==> config.mk <==
export PLATFORM = sky130hd
export DESIGN_NAME = complex_row_feeder
export DESIGN_NICKNAME = d
export VERILOG_FILES = /design/src/rtl/complex_pkg.sv /design/src/rtl/complex_row_buffer.sv /design/src/rtl/complex_row_feeder.sv
export SDC_FILE = /design/constraint.sdc
export NUM_CORES = 2
export LEC_CHECK = 0
export CAP_MARGIN = 20
export CORE_UTILIZATION = 51
export DETAILED_ROUTE_END_ITERATION = 8
export HOLD_SLACK_MARGIN = 0.12
export PLACE_DENSITY = 0.67
export SYNTH_ARGS = -nofsm -noshare
export SYNTH_HDL_FRONTEND = slang
export SYNTH_HIERARCHICAL = 1
export SYNTH_SLANG_ARGS = --single-unit
==> constraint.sdc <==
create_clock -name clk -period 8.3 [get_ports clk]
set_input_delay 1.66 -clock clk [delete_from_list [all_inputs] [get_ports clk]]
set_output_delay 1.66 -clock clk [all_outputs]
set_load 0.01 [all_outputs]
**Port wiring**

Drawn at 1 px/µm.
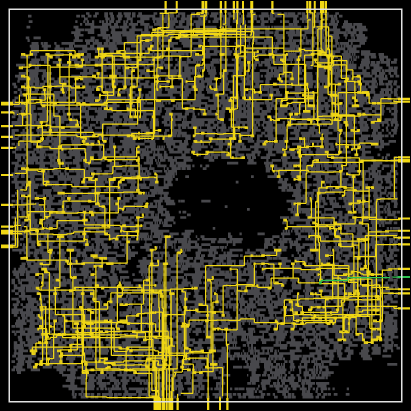
row_last -> green  # bits 1, direction output, end cells 1, buffers 1, wire 81.4 µm
elem_in -> yellow  # bits 64, direction input, end cells 768, buffers 66, wire 19,900 µm
Ports: 602
port bufs: 601

**Clock network drawn from the DEF**

Drawn at 1 px/µm.
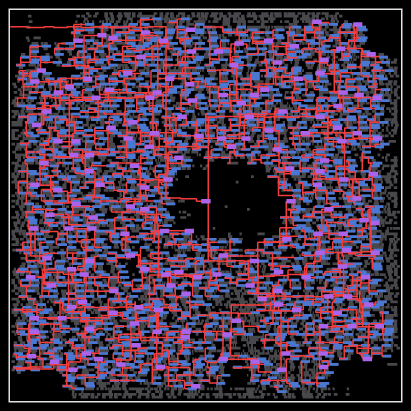
cells driving clock nets -> purple  # count 170
flip-flops -> blue  # count 1,583
clock wires -> red  # length 19,800 µm
routed clock nets = 171
Power Clock: 7.84 mW
Clock Power Share: 0.407
Skew-Pair Late Insertion Delay: 0.80 ns
Setup Skew: 0.0238 ns

==> Slide: Implementation Results <==
Implementation Results

STA
  • Final setup fails: 0
  • Final Hold Fails: 0
  • Slew margin rel.: 0.196
  • Worst Tran Pin Value: 1.21 ns
  • Final Critical Period: 5.80 ns
  • Setup TNS: 0 ns
  • Fin crit share: 0.698
  • FMAX: 172 MHz
  • RSZ-0062 raised after global routing: false
  • Slack of the critical path: 2.50 ns
  • Max Slew Vio Count: 0
  • Fin Hold WS: 0.479 ns

GRT
  • Initial antenna violation count: 11
  • First-pass GRT wire length: 337,000 µm
  • Vias in the first global route: 52,471
  • Overflow after GRT: 0
  • Gr usage total: 0.289
  • Largest net degree at the start of global routing: 178

Final layout
  • Antenna cells: 0
  • Fraction of layout cells with a size suffix above 1: 0.314
  • Comb. cell area: 35,000 µm²
  • Post-route design area: 90,000 µm²
  • Layout Utilization: 0.600
  • Max reg flops: 1,028
  • Fillcell total: 11,933
  • Register area: 39,600 µm²
  • Top cell excl fill/tap: dfrtp_1
  • Net count, final: 6,614
  • Top cells excl fill/tap: 1,582 x dfrtp_1, 1,224 x mux2_2, 600 x clkdlybuf4s50_1
  • P&R area growth vs syn: 16.6%
  • Non-filler cells in the finished layout: 8,663

Setup path
  • R2R depth: 9
  • Slowest CP cell: buf_4
  • Critical path class: register to output port
  • Crit start category: register
  • Worst Path Required: 6.64 ns
  • Critical path buffers and inverters: 3
  • Critical Path AT: 4.14 ns
  • CP top delay family: buffers and inverters
  • Levels on crit path: 5
  • Crit-path max FO: 176
  • Crit-path cells: nor2_4, buf_12, buf_4, nor2b_1, clkdlybuf4s50_1
  • R2r setup slk: 3.69 ns
  • Setup crit end kind: output port
  • CP max stage delay: 0.86 ns

Clocking
  • Root buffer cell: clkbuf_16
  • CTS clock-pin slew for the worst setup and hold paths: 0.06 ns
  • Postcts setup bufs: 0
  • Clock sink count: 1,583
  • TritonCTS clock tree: built
  • Post-CTS Hold Buffers: 0
  • Resized cells post-CTS: 0
  • Inserted Clock Buffers: 170
  • H-tree depth: 4
  • Bufs on Longest Clock Path: 3

Power and ir drop
  • Peak supply drop: 0.733 mV
  • Total leakage power: 40.2 nW
  • Pwr Total: 19.3 mW
  • PwrDens: 214 nW/µm²

Run
  • Tool Warnings: 60
  • Max-Cap Viols: 0

Routing
  • Total wire length: 223,000 µm
  • DR DRC count: 0
  • Antenna-violating nets left: 0
  • Vias per cell: 5.95
  • DR WL/cell: 25.7 µm
  • DRT Pass-1 Iters: 5
  • Initial drt markers: 3,826
  • Via count: 51,571

Placed design
  • GPL Wtd Cong: 0.823
  • Hpwl dp: 135,000 µm
  • Placed cells: 8,356
  • Post-Place Worst Slack: 2.56 ns
  • Placed inst area: 84,200 µm²

Yosys
  • Synth Cell Area: 77,200 µm²
  • Simple-Gate Fraction of Synth Area: 0.0857
  • Distinct lib cells: 59
  • Adder Share, Synth: 0.00259
  • Syn Inst Count: 6,221
  • Async SR Flop Fraction: 1.00
  • Top FF cell, synth: dfrtp_1
  • AO/OA Area Share: 0.0912
  • Top cells by count, synth: 1,583 x dfrtp_1, 1,224 x mux2_2, 599 x nand2_1
  • Post-synthesis area per instance: 12.4 µm²
  • Synth Net Count: 6,322
  • XOR/XNOR Area Share: 0.00259
  • Seq cells post-synth: 1,583
  • Cell area leaders: dfrtp_1 51%, mux2_2 18%, mux2_4 8.9%
  • Yosys cell count: 6,221
  • Largest area contributor in the netlist: dfrtp_1
  • Comb area leader: multiplexers
  • Dominant cell area share: 0.513
  • Area fraction in mux cells: 0.269
  • Seq/Total Area, Yosys: 0.513
  • Yosys chip area: 77,200 µm²
  • EDFF count, synth: 0
  • Top-count cell post-synth: dfrtp_1
  • Total number of yosys warnings: 6

Floorplan
  • Die width: 391 µm
  • Std cell rows: 142
  • Init Core Util: 0.514
  • Core Region: 150,000 µm²
  • Die y size: 391 µm
  • Die ar.: 153,000 µm²

Hold path
  • Type of the worst min-delay path: register to register
  • WHS Path Cells: 2

Outcome
  • Run status: completed
## tightest hold or removal path: stages, from the launching register on
cell and delay (ns):
dfrtp_1 0.34, nand2_1 0.04, o21ai_0 0.06
## where the power goes
group          internal, mW  total (mW)  leakage (nW)  switching, mW
Combinational          1.01        3.15          15.4           2.14
Clock                  4.64        7.84          2.86           3.20
Sequential             8.07        8.28          22.0          0.210
Total                  13.7        19.3          40.2           5.55
## final cells by class
cell class,count,share of cell area
inverter,13,0.000542
sequential,1583,0.440
timing repair buffer,696,0.0777
multi-input combinational,4049,0.389
clock inverter,51,0.00791
clock buffer,255,0.0565
tap,2016,0.0280
## routing by layer
metal	track usage	wire, µm
met4	0.100	7320
met3	0.0454	12200
met5	0	0
met2	0.448	102000
met1	0.413	101000
Power is estimated from default activity; no workload was simulated.
